Figure 1. Port wiring (run 1).
Bar = 50 um.
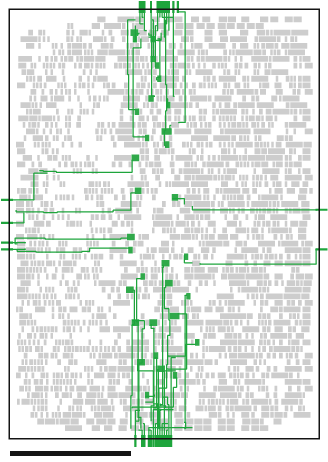
Figure 2. Routing congestion (run 1).
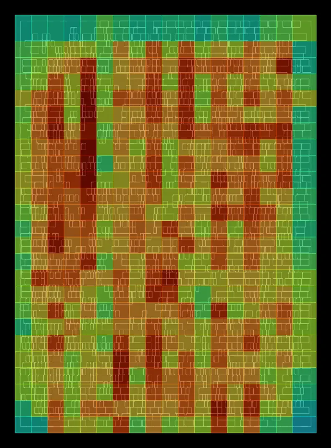
Figure 3. Signal wires on met1 (run 1).
Bar = 50 um. Supply wires on this layer in gray.
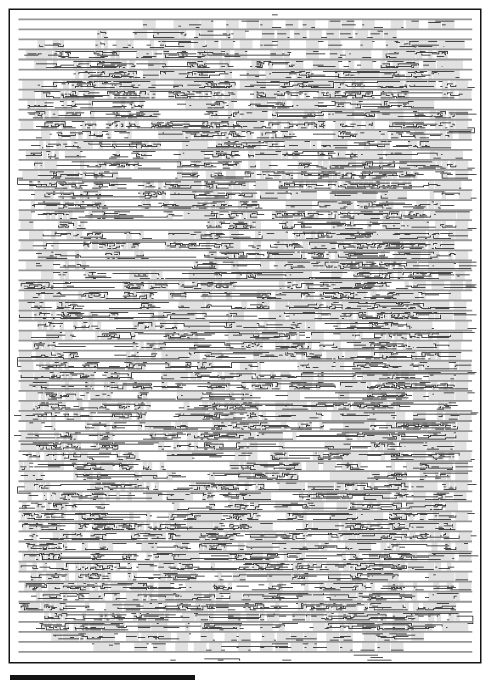
`config.mk`:
```
export PLATFORM = sky130hd
export DESIGN_NAME = lsu_mem_master
export DESIGN_NICKNAME = d
export VERILOG_FILES = /design/src/rtl/lsu_mem_master.sv
export SDC_FILE = /design/constraint.sdc
export NUM_CORES = 1
export LEC_CHECK = 0
export ABC_AREA = 1
export CORE_ASPECT_RATIO = 1.4
export CORE_MARGIN = 2
export CORE_UTILIZATION = 50
export CTS_BUF_LIST = sky130_fd_sc_hd__clkbuf_4
export DETAILED_ROUTE_END_ITERATION = 10
export PLACE_DENSITY = 0.79
export SLEW_MARGIN = 10
export SYNTH_ARGS = -nofsm -noshare
export SYNTH_HDL_FRONTEND = slang
export SYNTH_SLANG_ARGS = --single-unit
export TNS_END_PERCENT = 50
```
`constraint.sdc`:
```
create_clock -name clk -period 10 [get_ports clk]
set_input_delay 2.5 -clock clk [delete_from_list [all_inputs] [get_ports clk]]
set_output_delay 2.5 -clock clk [all_outputs]
set_load 0.005 [all_outputs]
```
`src/rtl/lsu_mem_master.sv`:
```
// lsu_mem_master: load/store initiator for the DataMemory port.
// Aligned accesses are issued in a single ACCESS cycle. Misaligned H/W accesses
// are split into byte accesses (SPLIT) and reassembled. Every response is held in
// RESP until the consumer takes it.
module lsu_mem_master #(
    parameter int unsigned MEM_BYTES        = 1024,
    parameter bit          ALLOW_MISALIGNED = 1'b1
) (
    input  logic        clk,
    input  logic        rst_n,
    input  logic        ReqValid,
    output logic        ReqReady,
    input  logic        ReqWr,
    input  logic [31:0] ReqAddr,
    input  logic [31:0] ReqWData,
    input  logic [2:0]  ReqFunct3,
    output logic        RspValid,
    input  logic        RspReady,
    output logic [31:0] RspRData,
    output logic        RspErr,
    output logic [31:0] Address,
    output logic [31:0] DataWr,
    output logic        DMWr,
    output logic [2:0]  DMCtrl,
    input  logic [31:0] DataRd
);

    typedef enum logic [1:0] {IDLE, ACCESS, SPLIT, RESP} state_t;

    state_t      state, state_nxt;

    logic        wr_q;
    logic [31:0] addr_q;
    logic [31:0] wdata_q;
    logic [2:0]  f3_q;
    logic        err_q;
    logic [1:0]  cnt_q;
    logic [31:0] asm_q;
    logic [31:0] rdata_q;
    logic        rsp_err_q;

    logic [2:0]  size;
    logic [32:0] end_addr;
    logic        illegal;
    logic        out_of_range;
    logic        misaligned;
    logic        req_err;
    logic        req_split;
    logic [1:0]  last_k;
    logic [31:0] asm_nxt;
    logic [31:0] split_rdata;

    // Classify the incoming request: access size, legality, range and alignment.
    always_comb begin
        case (ReqFunct3[1:0])
            2'b01:   size = 3'd2;
            2'b10:   size = 3'd4;
            default: size = 3'd1;
        endcase
        // The 33-bit sum keeps an access near 0xFFFFFFFF from wrapping into range.
        end_addr     = {1'b0, ReqAddr} + 33'(size) - 33'd1;
        out_of_range = end_addr >= 33'(MEM_BYTES);
        illegal      = (ReqFunct3[1:0] == 2'b11) || (ReqFunct3 == 3'b110) || (ReqFunct3[2] && ReqWr);
        misaligned   = ((ReqFunct3[1:0] == 2'b01) && ReqAddr[0]) ||
                       ((ReqFunct3[1:0] == 2'b10) && (ReqAddr[1:0] != 2'b00));
        req_err      = illegal || out_of_range || (misaligned && !ALLOW_MISALIGNED);
        req_split    = misaligned && ALLOW_MISALIGNED && !req_err;
    end

    // Byte assembly for split loads, including the byte arriving this cycle.
    always_comb begin
        last_k  = f3_q[1] ? 2'd3 : 2'd1;
        asm_nxt = asm_q;
        asm_nxt[{cnt_q, 3'b000} +: 8] = DataRd[7:0];
        if (f3_q[1])
            split_rdata = asm_nxt;
        else if (f3_q[2])
            split_rdata = {16'b0, asm_nxt[15:0]};
        else
            split_rdata = {{16{asm_nxt[15]}}, asm_nxt[15:0]};
    end

    // State register.
    always_ff @(posedge clk) begin
        // NOTE: sequential state uses non-blocking assignments so every register
        // samples the pre-edge values, regardless of process ordering.
        if (!rst_n)
            state <= IDLE;
        else
            state <= state_nxt;
    end

    // Next-state and memory/handshake outputs.
    always_comb begin
        // NOTE: every output gets a default first; a path that leaves one
        // unassigned would infer a latch.
        state_nxt = state;
        ReqReady  = 1'b0;
        RspValid  = 1'b0;
        Address   = 32'b0;
        DataWr    = 32'b0;
        DMWr      = 1'b0;
        DMCtrl    = 3'b000;
        case (state)
            IDLE: begin
                ReqReady = 1'b1;
                // Errors also pass through ACCESS (with the port idle) so every
                // non-split response arrives two cycles after acceptance.
                if (ReqValid)
                    state_nxt = req_split ? SPLIT : ACCESS;
            end
            ACCESS: begin
                if (!err_q) begin
                    Address = addr_q;
                    DMCtrl  = f3_q;
                    DataWr  = wdata_q;
                    DMWr    = wr_q;
                end
                state_nxt = RESP;
            end
            SPLIT: begin
                Address = addr_q + 32'(cnt_q);
                DMCtrl  = wr_q ? 3'b000 : 3'b100;
                DataWr  = {24'b0, wdata_q[{cnt_q, 3'b000} +: 8]};
                DMWr    = wr_q;
                if (cnt_q == last_k)
                    state_nxt = RESP;
            end
            RESP: begin
                RspValid = 1'b1;
                if (RspReady)
                    state_nxt = IDLE;
            end
            default: state_nxt = IDLE;
        endcase
    end

    // Request capture, split counter, load assembly and response registers.
    always_ff @(posedge clk) begin
        // NOTE: datapath registers are reset too so the response outputs read 0
        // right after reset rather than stale data.
        if (!rst_n) begin
            wr_q      <= 1'b0;
            addr_q    <= 32'b0;
            wdata_q   <= 32'b0;
            f3_q      <= 3'b000;
            err_q     <= 1'b0;
            cnt_q     <= 2'd0;
            asm_q     <= 32'b0;
            rdata_q   <= 32'b0;
            rsp_err_q <= 1'b0;
        end else begin
            case (state)
                IDLE: begin
                    if (ReqValid) begin
                        wr_q      <= ReqWr;
                        addr_q    <= ReqAddr;
                        wdata_q   <= ReqWData;
                        f3_q      <= ReqFunct3;
                        err_q     <= req_err;
                        cnt_q     <= 2'd0;
                        asm_q     <= 32'b0;
                        rdata_q   <= 32'b0;
                        rsp_err_q <= 1'b0;
                    end
                end
                ACCESS: begin
                    rsp_err_q <= err_q;
                    rdata_q   <= (!err_q && !wr_q) ? DataRd : 32'b0;
                end
                SPLIT: begin
                    asm_q <= asm_nxt;
                    cnt_q <= cnt_q + 2'd1;
                    if (cnt_q == last_k)
                        rdata_q <= wr_q ? 32'b0 : split_rdata;
                end
                default: ;
            endcase
        end
    end

    assign RspRData = rdata_q;
    assign RspErr   = rsp_err_q;

endmodule
```
==> deck_impl_summary.md, run 1 <==
Physical Implementation Snapshot

Outcome
  • Status: finished, final reports clean

Placement
  • Hpwl dp: 27700 um
  • Placed Area: 12800 sq um
  • GP Congestion: 0.963
  • Place WS: 3.98 ns
  • Placed Instances: 2178

Final layout
  • FF+latch area: 2760 sq um
  • Share of cells above drive strength 1: 6.77%
  • Logic area: 6680 sq um
  • Invs w/o clock: 241
  • Top Layout Cells: 482 x nand2_1, 223 x inv_1, 205 x clkdlybuf4s50_1
  • Layout non-clock buf frac: 16.2%
  • Comb/total area: 51.1%
  • Design area: 13100 sq um
  • Post-layout util: 62.2%
  • Logic Gate Count: 1324
  • Top cell excl fill/tap: nand2_1
  • Fin nets: 2093
  • Flops: 138
  • # fillers: 2137
  • Clk tree area frac: 2.20%
  • Dominant class by area: logic gates
  • CLK BUF: 17
  • Non-Filler Instances: 2210
  • Area growth syn-to-layout: 23.0%
  • Signal buffers: 215
  • Seq/total area: 21.1%
  • Antenna cells: 1

Critical path
  • CP Capture Type: output port
  • Worst path bufs/invs: 1
  • Reg2Reg Launch Point: cnt_q[0]
  • Worst Setup SP: cnt_q[0]
  • Crit path to: Address[24]
  • Worst EP required: 7.50 ns
  • CP peak stage delay: 0.84 ns
  • Worst path cell trace: ha_1 > fa_1 > nand3_2 > nor2_2 > nand2_2 > nor4_4 > nand3_2 > nor2_2 > nand3_2 > nor2_2 > or2_1 > nand3_1 > a21oi_1 > clkdlybuf4s50_1
  • R2R cell count: 11
  • Worst r2r dst: RspRData[29]
  • Critical Path Start Type: flip-flop
  • CP arrival: 4.03 ns
  • Top delay family on crit path: simple AND/OR/NAND/NOR gates
  • Cell depth of the worst setup path: 14
  • CP max-delay cell: dfxtp_1
  • Crit Path Max Fanout: 24
  • Critical path class: reg -> out
  • R2r setup slk: 5.83 ns

GRT
  • GR Overflow Total: 0
  • Largest net degree at the start of global routing: 76
  • Number of antenna violations at the first check in global routing: 1
  • First-pass GRT wire length: 57400 um
  • Number of global-route vias before repair: 11.6k

Clocking
  • CTS Sinks: 138
  • CTS max path bufs: 2
  • Latency at later pin: 0.55 ns
  • CTS Buf Count: 17
  • Post-CTS sizing: 0
  • Htree depth: 4
  • CTS tree: done
  • Clock tree root buffer cell: clkbuf_4
  • Setup bufs post-CTS: 0
  • # hold bufs at CTS: 0
  • Reg clk slew, reported paths: 0.13 ns

Detailed routing
  • Initial drt markers: 970
  • Via/cell ratio: 5.46
  • Pre-antenna DRT Iters: 5
  • Remaining antenna violation count: 0
  • Drc violations: 0

Min path
  • Hold endpoint: RspRData[11]
  • Min-Delay Startpoint: RspRData[11]
  • Hold Crit Depth: 2
  • Worst hold path type: reg -> reg

Final timing
  • Slew Viols, Final: 0
  • Final min period: 6.53 ns
  • Final Worst Setup Slack: 3.47 ns
  • WHS: 0.471 ns
  • Final Hold Fails: 0
  • Achievable Freq: 153 MHz
  • Tcrit/Tclk final: 65.3%
  • Final setup vio count: 0
  • RSZ-0062 raised after global routing: no
  • Slew @ Worst Pin: 1.21 ns
  • Relative slew slack: 19.0%
  • Total Neg Setup Slack: 0 ns
  • Worst Skew: 0.0276 ns

Power and ir drop
  • Comb pwr share: 48.5%
  • Flop pwr share: 33.8%
  • Tot Pwr: 2.16 mW
  • P_sw: 1.03 mW
  • Power Internal: 1.13 mW
  • Leak: 5.47 nW
  • Pwr/cell area: 165 nW/um^2
  • Seq pwr: 0.730 mW
  • Clk network pwr share: 17.7%
  • Sw Share: 47.6%
  • Comb pwr: 1.05 mW
  • VDD IR max: 0.100 mV
  • Top power group: combinational cells
  • Power in the clock group: 0.383 mW

Die
  • Row count: 63
  • Height of the chip: 177 um
  • Core area: 21000 sq um
  • Num tapcells: 260
  • Fp_density: 50.6%
  • Die Wd: 127 um
  • Die ar.: 22500 sq um

Synthesis
  • Most common cell in the netlist: nand2_1
  • Mapped Cells: 1777
  • Post-synth area hogs: dfxtp_1 26%, nand2_1 17%, a21oi_1 8.7%
  • Number of standard cells reported by yosys: 1777
  • Seq share, synth: 26.0%
  • Synthesized area per cell: 5.99 sq um
  • Synth cell types: 54
  • Area leader share: 26.0%
  • #FFs+latches synth: 138
  • Most frequent cells after synthesis: 483 x nand2_1, 224 x inv_1, 184 x a21oi_1
  • Post-synth EDFFs: 0
  • Post-synthesis async set-or-reset flop share: 0%
  • Area leader, netlist: dfxtp_1
  • Yosys Chip Area: 10600 sq um
  • Net Count, Synth: 1933
  • Top_reg_cell synth: dfxtp_1
  • YS warnings: 0
  • Post-Syn Area: 10600 sq um

Run
  • Max Cap Viol: 0
  • Tally of OpenROAD warnings: 37
Notes on Figure 1 above:
- green: Address (bits 32; direction output; edge 14 bottom, 12 top, 4 left, 2 right; end cells 32; buffers 32; wire 1550 um)
num ports: 207
port buffer count: 206

Notes on Figure 2 above:
busiest grt layer: met2
drt wl/cell: 16.2 um
met1 global-route usage: 35.0%
global-route usage over all layers: 31.8%

Notes on Figure 3 above:
- main direction: horizontal
- longest straight run: 46.9 um
- nets with wire on the layer: 1939
- wire length on this layer: 13700 um
- share of all routed wire: 38%
via count: 12.1k
Total Wirelength: 35800 um

[run 1: metal layers]
layer	GRT usage (%)	wire (um)	part of all wire, %
met4	14.0	1650	4.6
met5	0	0	0
met2	60.2	18900	53
met3	3.76	1500	4.2
met1	35.0	13700	38
[run 1: kinds of logic (layout without fill, tap and decap cells)]
kind of cell	Yosys count	count (layout)	share of synthesized area [%]
compound gates	381	381	19.8
xor+xnor	2	2	0.165
fa+ha+maj	52	52	6.26
buf+inv	315	487	11.3
flops	138	138	26.0
other cells	0	1	0
simple gates	889	889	36.6
==> inputs of run 2 (changes only) <==
--- a/config.mk
+++ b/config.mk
@@ -8,10 +8,10 @@
 export ABC_AREA = 1
 export CORE_ASPECT_RATIO = 1.4
 export CORE_MARGIN = 2
-export CORE_UTILIZATION = 50
+export CORE_UTILIZATION = 49
 export CTS_BUF_LIST = sky130_fd_sc_hd__clkbuf_4
 export DETAILED_ROUTE_END_ITERATION = 10
-export PLACE_DENSITY = 0.79
+export PLACE_DENSITY = 0.81
 export SLEW_MARGIN = 10
 export SYNTH_ARGS = -nofsm -noshare
 export SYNTH_HDL_FRONTEND = slang
==> constraint.sdc (replaced) <==
create_clock -name clk -period 5.5 [get_ports clk]
set_input_delay 1.375 -clock clk [delete_from_list [all_inputs] [get_ports clk]]
set_output_delay 1.375 -clock clk [all_outputs]
set_load 0.005 [all_outputs]
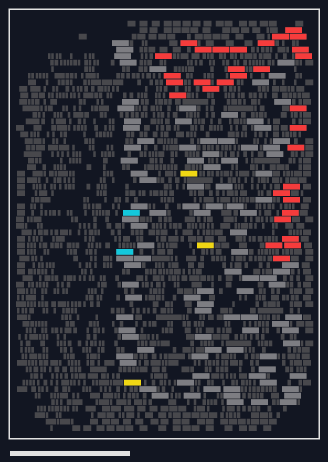
Figure 4: run 2, register map, names as in the netlist.
Bar = 50 um.
- cyan: state (sequential cells 2)
- yellow: f3_q (sequential cells 3)
- red: RspRData (sequential cells 32; where top right)
- not colored: 101
Seq/total area: 20.9%
seq pwr: 1.32 mW
FF+latch area: 2760 sq um

==> run 2 against run 1 <==
Net effect:
- die area up 2.0%
- first-iteration DRC count down 8.4%
- flip-flop count unchanged
- final area up 1.1%
- register-to-register slack worse by 4.0 ns
- clock skew down 0.0067 ns
- power up 93%
- highest routed layer unchanged
- global-route usage down 0.41 points
- utilization about the same
- clock power up 140%
- count of clock-buffer cells in the layout unchanged
- largest cell class unchanged
==> deck_impl_summary.md, run 2 <==
Physical Implementation Snapshot

Die
  • Row count: 63
  • Fp_density: 50.0%
  • Num ports: 207
  • Die Wd: 129 um
  • Die ar.: 22900 sq um
  • Height of the chip: 178 um
  • Core area: 21300 sq um

Final timing
  • Final min period: 4.83 ns
  • Final setup vio count: 0
  • Achievable Freq: 207 MHz
  • Slew Viols, Final: 0
  • RSZ-0062 raised after global routing: no
  • Tcrit/Tclk final: 87.8%
  • Final Worst Setup Slack: 0.672 ns
  • Final Hold Fails: 0
  • Worst Skew: 0.0209 ns
  • Slew @ Worst Pin: 1.21 ns
  • WHS: 0.471 ns
  • Relative slew slack: 19.3%
  • Total Neg Setup Slack: 0 ns

Final layout
  • # fillers: 2046
  • Non-Filler Instances: 2215
  • Area growth syn-to-layout: 24.4%
  • Post-layout util: 62.2%
  • Design area: 13200 sq um
  • Fin nets: 2098
  • Top Layout Cells: 482 x nand2_1, 223 x inv_1, 205 x clkdlybuf4s50_1
  • Top cell excl fill/tap: nand2_1
  • Share of cells above drive strength 1: 6.91%

Clocking
  • Htree depth: 4
  • Reg clk slew, reported paths: 0.12 ns
  • CTS tree: done
  • Post-CTS sizing: 0
  • Clock tree root buffer cell: clkbuf_4
  • CTS Sinks: 138
  • CTS max path bufs: 2
  • CTS Buf Count: 17
  • Latency at later pin: 0.56 ns
  • Setup bufs post-CTS: 0
  • # hold bufs at CTS: 0

Placement
  • GP Congestion: 1.02
  • Place WS: 0.729 ns
  • Hpwl dp: 28400 um
  • Port buffer count: 206
  • Placed Instances: 2183
  • Placed Area: 12800 sq um

Critical path
  • Top delay family on crit path: simple AND/OR/NAND/NOR gates
  • CP max-delay cell: clkdlybuf4s50_1
  • CP peak stage delay: 0.54 ns
  • Crit Path Max Fanout: 5
  • CP Capture Type: output port
  • R2R cell count: 12
  • Worst EP required: 4.12 ns
  • Worst path bufs/invs: 1
  • Cell depth of the worst setup path: 14
  • Critical Path Start Type: flip-flop
  • Worst path cell trace: ha_1 > fa_1 > nand3_2 > nor2_2 > nand2_2 > nor4_4 > nand3_2 > nor2_2 > nand3_2 > nor2_2 > or2_1 > nand3_1 > a21oi_1 > clkdlybuf4s50_1
  • CP arrival: 3.45 ns
  • Critical path class: reg -> out

Synthesis
  • Seq share, synth: 26.0%
  • Most frequent cells after synthesis: 483 x nand2_1, 224 x inv_1, 184 x a21oi_1
  • Top logic family: simple AND/OR/NAND/NOR gates
  • Synth cell types: 54
  • Area leader share: 26.0%
  • Post-Syn Area: 10600 sq um
  • FA/HA/MAJ Cells, Area Fraction: 6.26%
  • Top_reg_cell synth: dfxtp_1
  • Yosys Chip Area: 10600 sq um
  • Simple share: 36.6%
  • #FFs+latches synth: 138
  • YS warnings: 0
  • Post-synth EDFFs: 0
  • Net Count, Synth: 1933
  • Synth Area in Compound Gates: 19.8%
  • Multiplexer share: 0%
  • Yosys xor share: 0.165%
  • Post-synth area hogs: dfxtp_1 26%, nand2_1 17%, a21oi_1 8.7%
  • Most common cell in the netlist: nand2_1
  • Number of standard cells reported by yosys: 1777
  • Synthesized area per cell: 5.99 sq um
  • Post-synthesis async set-or-reset flop share: 0%
  • Area leader, netlist: dfxtp_1
  • Mapped Cells: 1777

Power and ir drop
  • Comb pwr: 1.96 mW
  • VDD IR max: 0.246 mV
  • Tot Pwr: 4.18 mW
  • Power Internal: 2.31 mW
  • Clk network pwr share: 21.6%
  • Pwr/cell area: 316 nW/um^2
  • Sw Share: 44.8%
  • Power in the clock group: 0.903 mW
  • Top power group: combinational cells
  • Comb pwr share: 46.9%
  • Flop pwr share: 31.5%
  • P_sw: 1.87 mW
  • Leak: 5.55 nW

GRT
  • Number of global-route vias before repair: 11.4k
  • First-pass GRT wire length: 56800 um
  • Number of antenna violations at the first check in global routing: 1
  • Met1 global-route usage: 34.6%
  • GR Overflow Total: 0
  • Busiest grt layer: met2
  • Largest net degree at the start of global routing: 73
  • Global-route usage over all layers: 31.4%
  • M3 GR Usage: 3.45%
  • Met2 Use GR: 58.5%

Detailed routing
  • Initial drt markers: 889
  • Remaining antenna violation count: 0
  • M1 WL: 14000 um
  • Uppermost routed layer: met4
  • Via/cell ratio: 5.54
  • Total Wirelength: 36600 um
  • Pre-antenna DRT Iters: 5
  • Via count: 12.3k
  • Drc violations: 0
  • Met2 WL: 18900 um
  • Met3 wire length: 1830 um
  • Drt wl/cell: 16.5 um

Min path
  • Hold Crit Depth: 2
  • Worst hold path type: reg -> reg

Run
  • Max Cap Viol: 0
  • Tally of OpenROAD warnings: 37

Outcome
  • Status: finished, final reports clean
## run 2: layout make-up
| type | instances | area (sq um) | share of cell area [%] |
|---|---|---|---|
| Sequential cell | 138 | 2760 | 20.9 |
| Multi-Input combinational cell | 1324 | 6690 | 50.5 |
| Clock inverter | 14 | 268 | 2.02 |
| Inverter | 241 | 905 | 6.83 |
| Tap cell | 260 | 325 | 2.46 |
| Clock buffer | 17 | 128 | 0.964 |
| Timing Repair Buffer | 220 | 2160 | 16.3 |
| Antenna cell | 1 | 2.50 | 0.0189 |
## run 2: path summary, 6_finish.rpt
kind | slack, ns | endpoint | startpoint
hold / removal | 0.47 | RspRData[11] | RspRData[11]
hold reg to reg | 0.47 | RspRData[11] | RspRData[11]
setup / recovery | 0.67 | Address[24] | cnt_q[0]
setup reg to reg | 1.83 | RspRData[30] | cnt_q[0]
Power and IR drop assume default switching activity.
